[src/rtl/instr_fetch_unit.sv]
// Fetch stage: owns the PC, addresses the combinational instruction memory and
// captures the fetched word into the IF/ID register; computes the next PC.
module instr_fetch_unit #(
  parameter logic [31:0] RESET_PC   = 32'h0000_3000,
  parameter int unsigned IMEM_WORDS = 1024
) (
  input  logic        clk,
  input  logic        rst,
  output logic [31:0] ImAddr_o,
  input  logic [31:0] Instr_i,
  input  logic        Stall_i,
  input  logic        Flush_i,
  input  logic [1:0]  NpcOp_i,
  input  logic [31:0] RegData_i,
  output logic [31:0] Instr_o,
  output logic [31:0] PcPlus4_o,
  output logic        Valid_o,
  output logic        AddrErr_o
);

  localparam logic [31:0] LAST_PC = RESET_PC + 32'(IMEM_WORDS * 4) - 32'd4;

  typedef enum logic [1:0] {
    NPC_SEQ = 2'b00,
    NPC_BR  = 2'b01,
    NPC_J   = 2'b10,
    NPC_JR  = 2'b11
  } npc_op_e;

  logic [31:0] pc_q, pc_d;
  logic [31:0] instr_q, instr_d;
  logic [31:0] pcp4_q, pcp4_d;
  logic        valid_q, valid_d;
  logic        err_q, err_d;

  logic [31:0] pc_plus4;
  logic [31:0] npc;
  npc_op_e     op_eff;
  logic        jr_misaligned;
  logic        squash;

  always_comb begin
    pc_plus4      = pc_q + 32'd4;
    // Redirects are only meaningful when decode holds a real instruction.
    op_eff        = valid_q ? npc_op_e'(NpcOp_i) : NPC_SEQ;
    jr_misaligned = 1'b0;
    npc           = pc_plus4;
    case (op_eff)
      NPC_BR:  npc = pcp4_q + {{14{instr_q[15]}}, instr_q[15:0], 2'b00};
      NPC_J:   npc = {pcp4_q[31:28], instr_q[25:0], 2'b00};
      NPC_JR: begin
        npc           = {RegData_i[31:2], 2'b00};
        jr_misaligned = (RegData_i[1:0] != 2'b00);
      end
      default: npc = pc_plus4;
    endcase
    squash = Flush_i || (op_eff != NPC_SEQ);

    pc_d    = pc_q;
    instr_d = instr_q;
    pcp4_d  = pcp4_q;
    valid_d = valid_q;
    err_d   = 1'b0;
    if (!Stall_i) begin
      pc_d  = npc;
      err_d = jr_misaligned || (npc < RESET_PC) || (npc > LAST_PC);
      if (squash) begin
        instr_d = '0;
        pcp4_d  = '0;
        valid_d = 1'b0;
      end else begin
        instr_d = Instr_i;
        pcp4_d  = pc_plus4;
        valid_d = 1'b1;
      end
    end
  end

  always_ff @(posedge clk) begin
    if (rst) begin
      pc_q    <= RESET_PC;
      instr_q <= '0;
      pcp4_q  <= '0;
      valid_q <= 1'b0;
      err_q   <= 1'b0;
    end else begin
      pc_q    <= pc_d;
      instr_q <= instr_d;
      pcp4_q  <= pcp4_d;
      valid_q <= valid_d;
      err_q   <= err_d;
    end
  end

  assign ImAddr_o  = pc_q;
  assign Instr_o   = instr_q;
  assign PcPlus4_o = pcp4_q;
  assign Valid_o   = valid_q;
  assign AddrErr_o = err_q;

endmodule

[config.mk]
export PLATFORM = sky130hd
export DESIGN_NAME = instr_fetch_unit
export DESIGN_NICKNAME = d
export VERILOG_FILES = /design/src/rtl/instr_fetch_unit.sv
export SDC_FILE = /design/constraint.sdc
export NUM_CORES = 1
export LEC_CHECK = 0
export CORE_MARGIN = 5
export CORE_UTILIZATION = 40
export DETAILED_ROUTE_END_ITERATION = 12
export PLACE_DENSITY = 0.7
export SLEW_MARGIN = 20
export SYNTH_ARGS = -nofsm -noshare
export SYNTH_HDL_FRONTEND = slang
export SYNTH_SLANG_ARGS = --single-unit
[constraint.sdc]
create_clock -name clk -period 3.3 [get_ports clk]
set_input_delay 0.495 -clock clk [delete_from_list [all_inputs] [get_ports clk]]
set_output_delay 0.495 -clock clk [all_outputs]
set_load 0.02 [all_outputs]
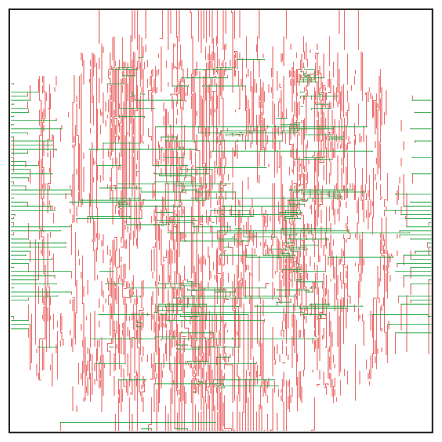
(images/layers.png)
Drawn at 3 px/um. Two of the layers only.
layer	color	wire length
M3	green	2950 um
M2	red	11600 um
WL/cell: 21.1 um
total number of vias: 7919

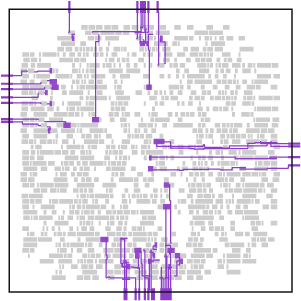
(images/port_trees.png)
Drawn at 2 px/um.
port	color	bits	direction	end cells	wire
RegData_i	purple	32	input	31	1100 um
# port buffers: 167
Top Ports: 168

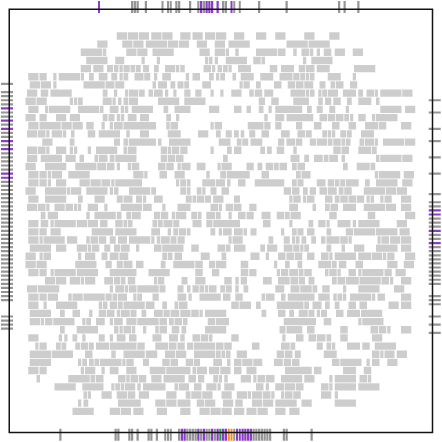
(images/pinout.png)
Drawn at 3 px/um. Pins as bars across the die edge, other pins in gray.
port	color	pins	direction	edge
NpcOp_i	orange	2	input	bottom
RegData_i	purple	32	input	14 bottom, 7 top, 7 left, 4 right
Valid_o	green	1	output	bottom
all pins by edge	57 left, 49 bottom, 34 right, 28 top
Die Y: 141 um
Die X: 141 um

==> impl_metrics.toml <==
# generated from flow reports
[run_status]
status = "completed"

[global_routing]
busiest_layer = "met1"
overflow = 0
grt_antenna_before_repair = 0

[worst_hold_path]
hold_depth = 2
hold_class = "in2reg"

[cells_and_area]
largest_cell_class = "multi-input combinational cells"
layout.cells.non_filler = 1317
comb_area_frac = 0.482
clock_area_frac = 0.0334
mostFrequentLayoutCells = "clkdlybuf4s50_1, nor2_1, dfxtp_1, buf_4, nand2_1"
finalCoreUtilization = 0.574

[cts]
clkSinkCount = 98
ctsResizeCount = 3
cts_tree = "yes"
root_buffer = "clkbuf_16"
clockBufferDepth = 2
numCtsBuffers = 9
insertion_delay_ns = 0.36
cts_setup_buffers = 3

[worst_setup_path]
crit_start = "PcPlus4_o[5]"
crit_path_start_kind = "flip-flop"
path_depth = 11
path_cells = "ha_1, and2_1, a221oi_2, a2111oi_0, buf_4, or4_1, a21o_1, a31oi_2, o2111ai_1, nor4_2, a21oi_1"
critPathBufInv = 1
reg2reg_to = "AddrErr_o"
endpoint = "AddrErr_o"
r2r-start = "PcPlus4_o[5]"
cp.required_ns = 3.55
critPathKind = "reg2reg"
cp_slowest_stage_delay_ns = 0.52

[final_timing]
finalWorstSetupSlack_ns = 0.107
finalClockPeriodUsage = 0.968
whs_ns = 0.493
maxSlewViolCount = 0
setup_tns_ns = 0
fmax_mhz = 313
max_slew_margin = 0.575

[detailed_routing]
highest_layer = "met4"
wirelength_mm = 27.8
wl_met2_mm = 11.6
drtPass1Iterations = 5

[flow_run]
warning_count = 26

[place]
dp.cells = 1297
post-place-ws_ns = -0.0500

[logic_synthesis]
mux_share = 0.0253
synth_cells = 889
top_area_frac = 0.288
ys_sh_xor = 0.0437
async_reset_ff_frac = 0
ys_warn_count = 0
syn-cell-area_um2 = 6820

[pwr]
seqPwrFrac = 0.405
switching_power_mw = 0.935
pg_comb_mw = 0.675
leakagePower_nw = 3.75
finalPower_mw = 3.14
share_clk_of_total_power = 0.380
seq_cell_power_mw = 1.27
